Fig. 1: run 1, the metal 1 layer
Cells faint in the background.
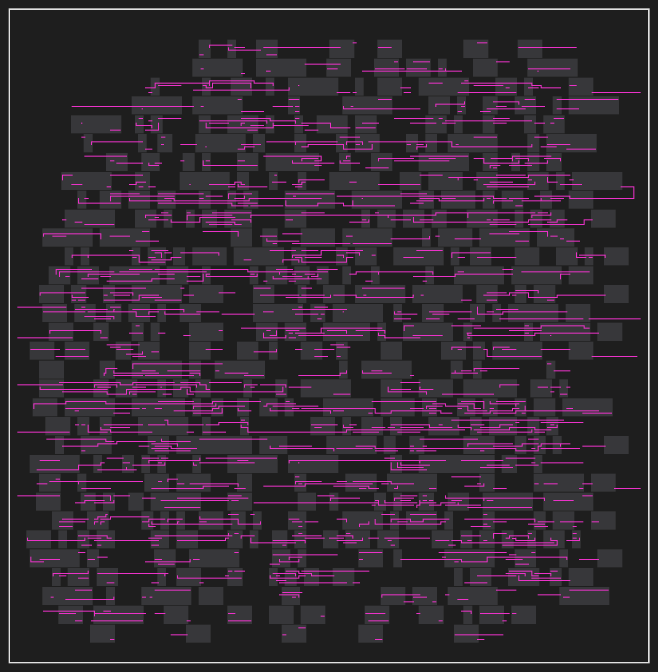
Fig. 2: run 1, met2 routing
The bar under the picture is 20 um long.
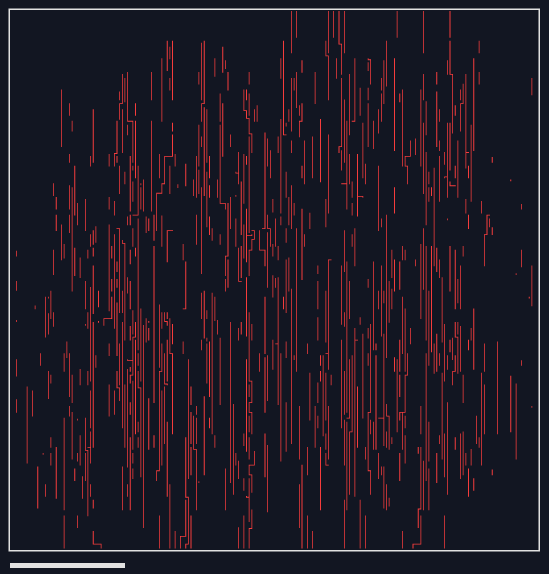
Fig. 3: run 1, met3 routing
The bar under the picture is 20 um long.
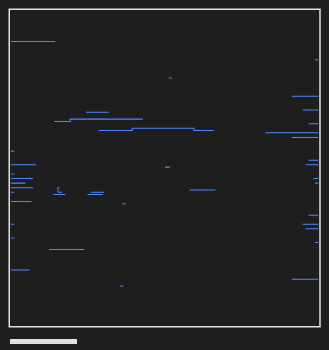
### src/rtl/cache_pkg.sv
// Shared definitions for the direct-mapped data cache slice.
// Holds the access-sequencer state encoding and the default address and
// counter widths used by the datapath, the sequencer and the top level.
package cache_pkg;

    localparam int unsigned ADDR_W_DEF = 15;
    localparam int unsigned CNT_W_DEF  = 16;

    typedef enum logic [2:0] {
        IDLE   = 3'd0,
        LOOKUP = 3'd1,
        MISS   = 3'd2,
        FILL   = 3'd3,
        NEXT   = 3'd4,
        DONE   = 3'd5
    } state_t;

endpackage

### src/rtl/cache_access_sequencer_if.sv
// Bundle between the access sequencer and its datapath/memory environment.
//   start    : run request (level)
//   hit      : datapath tag match for the presented address
//   mem_ack  : one-cycle "line ready" pulse from backing memory
//   address  : word address presented to datapath/memory
//   mem_req  : line-fetch request
//   wr_en    : datapath line-fill strobe
//   busy     : sweep in progress
//   done     : sweep complete
//   hit_num  : saturating hit total for the current run
//   miss_num : saturating miss total for the current run
// master = sequencer side, slave = datapath/memory/control side.
interface cache_access_sequencer_if import cache_pkg::*; #(
    parameter int unsigned ADDR_W = ADDR_W_DEF,
    parameter int unsigned CNT_W  = CNT_W_DEF
) ();

    logic              start;
    logic              hit;
    logic              mem_ack;
    logic [ADDR_W-1:0] address;
    logic              mem_req;
    logic              wr_en;
    logic              busy;
    logic              done;
    logic [CNT_W-1:0]  hit_num;
    logic [CNT_W-1:0]  miss_num;

    modport master (
        input  start, hit, mem_ack,
        output address, mem_req, wr_en, busy, done, hit_num, miss_num
    );

    modport slave (
        output start, hit, mem_ack,
        input  address, mem_req, wr_en, busy, done, hit_num, miss_num
    );

endinterface

### src/rtl/cache_access_sequencer_sat_counter.sv
// Saturating up-counter used for the hit and miss totals.
//   clk   : clock, rising edge
//   rst   : synchronous active-high reset, clears the count
//   clr   : synchronous clear (start of a new run)
//   inc   : increment by one; holds at all-ones instead of wrapping
//   count : current total
module sat_counter import cache_pkg::*; #(
    parameter int unsigned CNT_W = CNT_W_DEF
) (
    input  logic             clk,
    input  logic             rst,
    input  logic             clr,
    input  logic             inc,
    output logic [CNT_W-1:0] count
);

    always_ff @(posedge clk) begin
        if (rst || clr) begin
            count <= '0;
        end else if (inc && (count != '1)) begin
            count <= count + 1'b1;
        end
    end

endmodule

### src/rtl/cache_access_sequencer.sv
// Control/sequencing FSM for the direct-mapped data cache datapath.
// On start it sweeps NUM_ACCESSES consecutive word addresses from
// BASE_ADDR, samples the datapath hit flag for each, fetches missing lines
// over a req/ack handshake followed by a one-cycle fill strobe, and keeps
// saturating hit/miss totals. All outputs are registers or state decodes.
//   clk : clock, rising edge
//   rst : synchronous active-high reset, abandons any run in flight
//   bus : sequencer side of cache_access_sequencer_if (see interface file)
module cache_access_sequencer import cache_pkg::*; #(
    parameter int unsigned ADDR_W       = ADDR_W_DEF,
    parameter int unsigned CNT_W        = CNT_W_DEF,
    parameter int unsigned BASE_ADDR    = 1024,
    parameter int unsigned NUM_ACCESSES = 8192
) (
    input  logic                     clk,
    input  logic                     rst,
    cache_access_sequencer_if.master bus
);

    // A one-access run still needs a 1-bit index register.
    localparam int unsigned        IDX_W    = (NUM_ACCESSES > 1) ? $clog2(NUM_ACCESSES) : 1;
    localparam logic [IDX_W-1:0]   LAST_IDX = IDX_W'(NUM_ACCESSES - 1);
    localparam logic [ADDR_W-1:0]  BASE     = ADDR_W'(BASE_ADDR);

    state_t            state;
    state_t            nxt;
    logic [ADDR_W-1:0] addr_q;
    logic [IDX_W-1:0]  idx_q;
    logic              load_run;
    logic              advance;
    logic              hit_inc;
    logic              miss_inc;
    logic [CNT_W-1:0]  hit_cnt;
    logic [CNT_W-1:0]  miss_cnt;

    always_ff @(posedge clk) begin
        if (rst) begin
            state  <= IDLE;
            addr_q <= BASE;
            idx_q  <= '0;
        end else begin
            state <= nxt;
            if (load_run) begin
                addr_q <= BASE;
                idx_q  <= '0;
            end else if (advance) begin
                // Address wraps modulo 2^ADDR_W by truncation.
                addr_q <= addr_q + 1'b1;
                idx_q  <= idx_q + 1'b1;
            end
        end
    end

    always_comb begin
        nxt      = state;
        load_run = 1'b0;
        advance  = 1'b0;
        hit_inc  = 1'b0;
        miss_inc = 1'b0;
        case (state)
            IDLE: begin
                if (bus.start) begin
                    load_run = 1'b1;
                    nxt      = LOOKUP;
                end
            end
            LOOKUP: begin
                if (bus.hit) begin
                    hit_inc = 1'b1;
                    nxt     = NEXT;
                end else begin
                    nxt = MISS;
                end
            end
            MISS: begin
                if (bus.mem_ack) begin
                    nxt = FILL;
                end
            end
            FILL: begin
                miss_inc = 1'b1;
                nxt      = NEXT;
            end
            NEXT: begin
                if (idx_q == LAST_IDX) begin
                    nxt = DONE;
                end else begin
                    advance = 1'b1;
                    nxt     = LOOKUP;
                end
            end
            DONE: begin
                // Requires start to drop before a new run can begin.
                if (!bus.start) begin
                    nxt = IDLE;
                end
            end
            default: nxt = IDLE;
        endcase
    end

    sat_counter #(.CNT_W(CNT_W)) u_hit_cnt (
        .clk   (clk),
        .rst   (rst),
        .clr   (load_run),
        .inc   (hit_inc),
        .count (hit_cnt)
    );

    sat_counter #(.CNT_W(CNT_W)) u_miss_cnt (
        .clk   (clk),
        .rst   (rst),
        .clr   (load_run),
        .inc   (miss_inc),
        .count (miss_cnt)
    );

    assign bus.address  = addr_q;
    assign bus.mem_req  = (state == MISS);
    assign bus.wr_en    = (state == FILL);
    assign bus.busy     = (state != IDLE) && (state != DONE);
    assign bus.done     = (state == DONE);
    assign bus.hit_num  = hit_cnt;
    assign bus.miss_num = miss_cnt;

endmodule

### src/flat_wrapper.sv
// flat-port wrapper written by rule: the top's interface ports become plain ports
module cache_access_sequencer_flat import cache_pkg::*;
#(
    parameter int unsigned ADDR_W       = ADDR_W_DEF,
    parameter int unsigned CNT_W        = CNT_W_DEF,
    parameter int unsigned BASE_ADDR    = 1024,
    parameter int unsigned NUM_ACCESSES = 8192
)
  (clk, rst, bus_start, bus_hit, bus_mem_ack, bus_address, bus_mem_req, bus_wr_en, bus_busy, bus_done, bus_hit_num, bus_miss_num);
  cache_access_sequencer_if #(.ADDR_W(ADDR_W), .CNT_W(CNT_W)) bus_i ();
  input  logic clk;
  input  logic rst;
  input wire logic [$bits(bus_i.start)-1:0] bus_start;
  input wire logic [$bits(bus_i.hit)-1:0] bus_hit;
  input wire logic [$bits(bus_i.mem_ack)-1:0] bus_mem_ack;
  output wire logic [$bits(bus_i.address)-1:0] bus_address;
  output wire logic [$bits(bus_i.mem_req)-1:0] bus_mem_req;
  output wire logic [$bits(bus_i.wr_en)-1:0] bus_wr_en;
  output wire logic [$bits(bus_i.busy)-1:0] bus_busy;
  output wire logic [$bits(bus_i.done)-1:0] bus_done;
  output wire logic [$bits(bus_i.hit_num)-1:0] bus_hit_num;
  output wire logic [$bits(bus_i.miss_num)-1:0] bus_miss_num;
  assign bus_i.start = bus_start;
  assign bus_i.hit = bus_hit;
  assign bus_i.mem_ack = bus_mem_ack;
  assign bus_address = bus_i.address;
  assign bus_mem_req = bus_i.mem_req;
  assign bus_wr_en = bus_i.wr_en;
  assign bus_busy = bus_i.busy;
  assign bus_done = bus_i.done;
  assign bus_hit_num = bus_i.hit_num;
  assign bus_miss_num = bus_i.miss_num;
  cache_access_sequencer #(.ADDR_W(ADDR_W), .CNT_W(CNT_W), .BASE_ADDR(BASE_ADDR), .NUM_ACCESSES(NUM_ACCESSES)) u_core (.clk(clk), .rst(rst), .bus(bus_i));
endmodule
### config.mk
export PLATFORM = sky130hd
export DESIGN_NAME = cache_access_sequencer_flat
export DESIGN_NICKNAME = d
export VERILOG_FILES = /design/src/rtl/cache_pkg.sv /design/src/rtl/cache_access_sequencer_if.sv /design/src/rtl/cache_access_sequencer_sat_counter.sv /design/src/rtl/cache_access_sequencer.sv /design/src/flat_wrapper.sv
export SDC_FILE = /design/constraint.sdc
export NUM_CORES = 1
export LEC_CHECK = 0
export CELL_PAD_IN_SITES_DETAIL_PLACEMENT = 1
export CELL_PAD_IN_SITES_GLOBAL_PLACEMENT = 1
export CORE_AREA = 2 2 90 92
export CTS_CLUSTER_SIZE = 28
export DETAILED_ROUTE_END_ITERATION = 7
export DIE_AREA = 0 0 92 94
export HOLD_SLACK_MARGIN = 0.03
export PLACE_DENSITY_LB_ADDON = 0.12
export SYNTH_ARGS = -nofsm -noshare
export SYNTH_HDL_FRONTEND = slang
export SYNTH_SLANG_ARGS = --single-unit
### constraint.sdc
create_clock -name clk -period 4.5 [get_ports clk]
set_input_delay 0.9 -clock clk [delete_from_list [all_inputs] [get_ports clk]]
set_output_delay 0.9 -clock clk [all_outputs]
set_load 0.01 [all_outputs]
==> impl_metrics.json, run 1 <==
{
  "outcome": "completed",
  "htree_levels": 3,
  "diodes": 0,
  "syn_area_per_cell_um2": 8.86,
  "max-vdd-ir-drop_mv": 0.155,
  "mappedNetlistArea_um2": 3140,
  "critPathLaunchType": "flip-flop",
  "fill_cells": 878,
  "top_cells_by_count": "dfxtp_1 (63), nor2_1 (62), xnor2_1 (28)",
  "ys_area_um2": 3140,
  "cts_tree": "done",
  "grt_pass1_wl_mm": 13.0,
  "wl_met2_mm": 3.76,
  "whs_ps": 488,
  "critPathRequiredTime_ps": 3600,
  "ys_dominant_reg_cell": "dfxtp_1",
  "comb_power_share": 0.045,
  "grt.met2_usage": 0.315,
  "final_cells": 515,
  "portBuffers": 55,
  "worstMarginPinSlew_ps": 1100,
  "maxSlewHeadroom": 0.259,
  "ff2ff_path_depth": 6,
  "top_cell_area_share": 0.401,
  "grt_usage": 0.183,
  "critPathKind": "reg -> out",
  "layout_top_cells": "dfxtp_1 (63), nor2_1 (62), clkdlybuf4s50_1 (55)",
  "pwr-share-clk": 0.473,
  "cts-resized-gates": 0,
  "edf_count": 0,
  "synth_cells": 355,
  "p_sw_frac": 0.227,
  "met1_usage": 0.233,
  "openroad.warnings": 26,
  "clock_tree.buffer_depth": 2,
  "crit_path_start": "u_core.state[0]",
  "min_path_type": "reg -> reg",
  "setup_viol": 0,
  "area_leaders": "dfxtp_1 (40%), xnor2_1 (7.8%), nor2_1 (7.4%)",
  "r2r_slack_ps": 2210,
  "slew_violations": 0,
  "ys_cells": 355,
  "power_mw": 1.18,
  "clk_latency_ps": 330,
  "clkSlewWorstSetupHoldPaths_ps": 70,
  "holdBufCountCts": 0,
  "wl_met1_mm": 3.38,
  "worst_ep_arrival_time_ps": 1990,
  "holdPathStages": 2,
  "gp_routability_congestion": 0.771,
  "wl_met3_um": 218,
  "cts_buffers": 9,
  "die_h_um": 94,
  "syn_nets": 364,
  "finalCriticalPeriod_ps": 2890,
  "cts_setup_buffers": 0
}
## Picture notes: Fig. 1
share of all routed wire: 45%
wire length on this layer: 3380 um
nets with wire on the layer: 376

## Picture notes: Fig. 2
wire length on this layer: 3760 um
main direction: vertical
nets with wire on the layer: 377

## Picture notes: Fig. 3
wire length on this layer: 218 um
longest straight run: 21.4 um
main direction: horizontal
nets with wire on the layer: 36
share of all routed wire: 2.9%
total wire length: 7.45 mm
DR vias: 2775
GRT met3 Usage: 0.0313

run 1: area by class of cell:
type | count | area, um2 | share of cell area
well taps | 102 | 128 | 0.0321
inverters | 4 | 15.0 | 0.00377
clock buffers | 10 | 138 | 0.0346
flip-flops and latches | 63 | 1260 | 0.317
multi-input cells | 274 | 1790 | 0.450
clock inverters | 6 | 91.3 | 0.0229
repair buffers | 56 | 558 | 0.140
run 1: power by group through the flow:
stage / sequential [mW] / combinational, mW / clock [mW]
final: 0.569 / 0.0527 / 0.558
after global placement: 0.582 / 0.0529 / 0
after CTS: 0.569 / 0.0540 / 0.577
after global routing: 0.570 / 0.0586 / 0.604
after floorplan: 0.576 / 0.0401 / 0
after detailed placement: 0.582 / 0.0536 / 0
run 1: state kept, by name (all words and copies together), names as in the netlist:
signal,flops
u_core.idx_q,13
u_core.bus.address,15
u_core.state,3
u_core.u_miss_cnt.count,16
u_core.u_hit_cnt.count,16
run 1: worst max-delay path, cell delays in order, from the launching register on:
cell             delay (ps)
dfxtp_1                 630
nand3b_2                280
inv_1                   190
clkdlybuf4s50_1         550
run 1: kinds of logic (layout without fill, tap and decap cells):
group,after synthesis,in the layout,synth area share
compound gates,32,32,0.0645
fa+ha+maj,4,4,0.0159
buf+inv,18,76,0.0294
xor+xnor,47,47,0.131
mux,1,1,0.00318
simple gates,190,190,0.355
flops,63,63,0.401
run 1: how the worst min path moves through the flow:
stage | from | to | slack, ps
2_1_floorplan | u_core.idx_q[1] | u_core.idx_q[1] | 450
3_3_place_gp | u_core.idx_q[1] | u_core.idx_q[1] | 470
3_5_place_dp | u_core.idx_q[1] | u_core.idx_q[1] | 480
4_1_cts | u_core.idx_q[1] | u_core.idx_q[1] | 490
5_1_grt | u_core.idx_q[1] | u_core.idx_q[1] | 530
6_report | u_core.idx_q[1] | u_core.idx_q[1] | 490
Fig. 4: run 1, clock nets
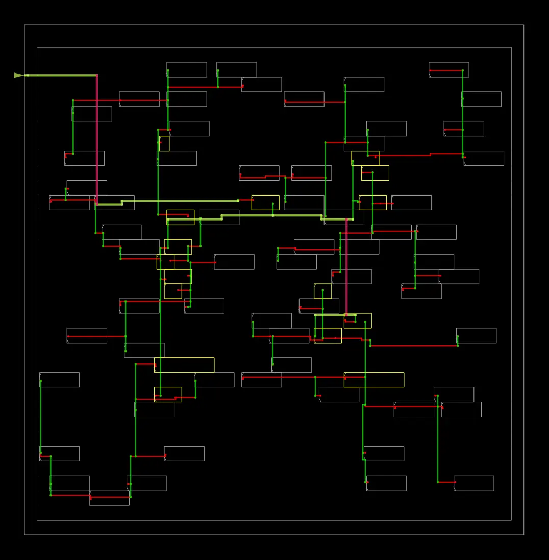

==> inputs of run 2 (changes only) <==
- CORE_AREA: 2 2 90 92 -> 2 2 93 95
- DIE_AREA: 0 0 92 94 -> 0 0 95 97
- clock period: 4.5 -> 2.8 ns (I/O delays scaled with it)
Fig. 5: run 2, clock nets
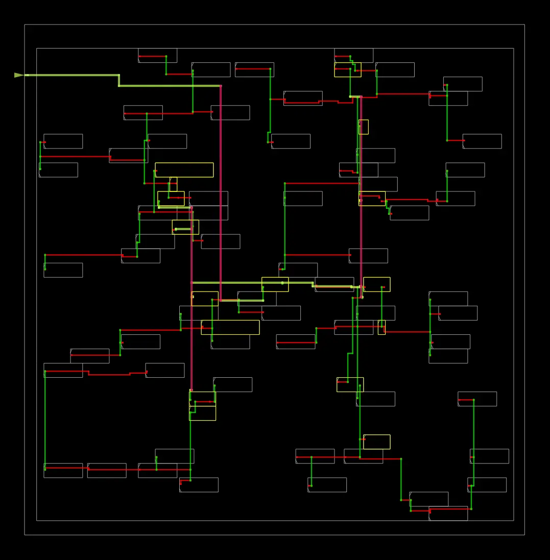
Power Clock: 893 uW
TritonCTS Sinks: 63
flip-flops: 63
Num CTS Buffers: 9

==> impl_metrics.json, run 2 <==
{
  "setup_viol": 0,
  "syn_area_per_cell_um2": 8.86,
  "p_sw_frac": 0.215,
  "synth_cells": 355,
  "dp_cells": 503,
  "worstMarginPinSlew_ps": 514,
  "synth.logic.top_family": "simple AND/OR/NAND/NOR gates",
  "grt_usage": 0.173,
  "die_h_um": 97,
  "clkSlewWorstSetupHoldPaths_ps": 70,
  "synthMuxAreaShare": 0.00318,
  "clk_latency_ps": 330,
  "htree_levels": 3,
  "cts-resized-gates": 0,
  "top_cell_area_share": 0.401,
  "crit_path_start": "u_core.state[0]",
  "min_path_type": "reg -> reg",
  "outcome": "completed",
  "mappedNetlistArea_um2": 3140,
  "cts_setup_buffers": 0,
  "aoi_share": 0.0645,
  "layout_top_cells": "dfxtp_1 (63), nor2_1 (62), clkdlybuf4s50_1 (55)",
  "diodes": 0,
  "slew_violations": 0,
  "edf_count": 0,
  "final_cells": 519,
  "portBuffers": 55,
  "clock_tree.buffer_depth": 2,
  "comb_power_share": 0.046,
  "initCoreUtil": 0.387,
  "holdBufCountCts": 0,
  "max-vdd-ir-drop_mv": 0.215,
  "first_pass_iters": 4,
  "critPathRequiredTime_ps": 2240,
  "grt_pass1_wl_mm": 12.8,
  "critPathKind": "reg -> out",
  "finalCriticalPeriod_ps": 2550,
  "ys_sh_simple": 0.355,
  "openroad.warnings": 26,
  "ys_cells": 355,
  "area_leaders": "dfxtp_1 (40%), xnor2_1 (7.8%), nor2_1 (7.4%)",
  "synthAdderAreaFrac": 0.0159,
  "maxSlewHeadroom": 0.657,
  "ys_area_um2": 3140,
  "pwr-share-clk": 0.471,
  "critPathLaunchType": "flip-flop",
  "vias": 2731,
  "synthXorXnorAreaFrac": 0.131,
  "cts_tree": "done",
  "syn_nets": 364,
  "min_from": "u_core.idx_q[1]",
  "gp_routability_congestion": 0.815
}
## run 2: netlist changes by cell type in the layout (fill, tap and decap cells not counted)
cell	before	now
clkinv_4	1	0
a21o_1	1	0
clkbuf_8	10	11
a21o_2	0	1
inv_6	2	0
clkbuf_1	0	2
buf_12	0	1
## run 2: per-layer routing
metal / global-route usage / up-vias / share of wire / wire length, um
met1: 0.230 / 1303 / 0.48 / 3580
met3: 0.0327 / 15 / 0.031 / 232
li1: - / 1361 / - / -
met4: 0.0803 / 0 / 0.023 / 172
met2: 0.268 / 52 / 0.46 / 3430
met5: 0 / - / 0 / 0
## run 2: power groups by stage
stage	clock (mW)	sequential [mW]	combinational, mW
global placement	0	0.934	0.0891
global route	0.974	0.916	0.0976
detailed placement	0	0.935	0.0908
floorplan	0	0.926	0.0645
CTS	0.926	0.914	0.0911
finish	0.893	0.914	0.0877
## run 2: path summary, 6_finish.rpt
kind                            end  slack (ps)  cells past startpoint
max                       bus_wr_en         250                      3
max reg2reg  u_core.bus.address[13]         810                      5
min reg2reg         u_core.idx_q[1]         480                      2
min                 u_core.idx_q[1]         480                      2
## run 2: kinds of logic after synthesis
logic type | after synthesis
xor gates and xnor gates | 47
adders and majority gates | 4
DFF | 63
AOI/OAI and AO/OA | 32
buffers and inverters | 18
muxes | 1
and+or+nand+nor | 190
## run 2: cell type report
class / instances / area, um2
Sequential cell: 63 / 1260
Fill cell: 968 / 4130
Clock inverter: 3 / 65.1
Clock buffer: 13 / 159
Multi-Input combinational cell: 274 / 1790
Tap cell: 105 / 131
Inverter: 4 / 15.0
Timing Repair Buffer: 57 / 578
## run 2: worst max-delay path, cell delays in order (launching register included)
cell             delay (ps)
dfxtp_1                 620
nand3b_2                280
inv_1                   190
clkdlybuf4s50_1         560
Power figures rest on the tool's default switching activity, not on a simulated workload.
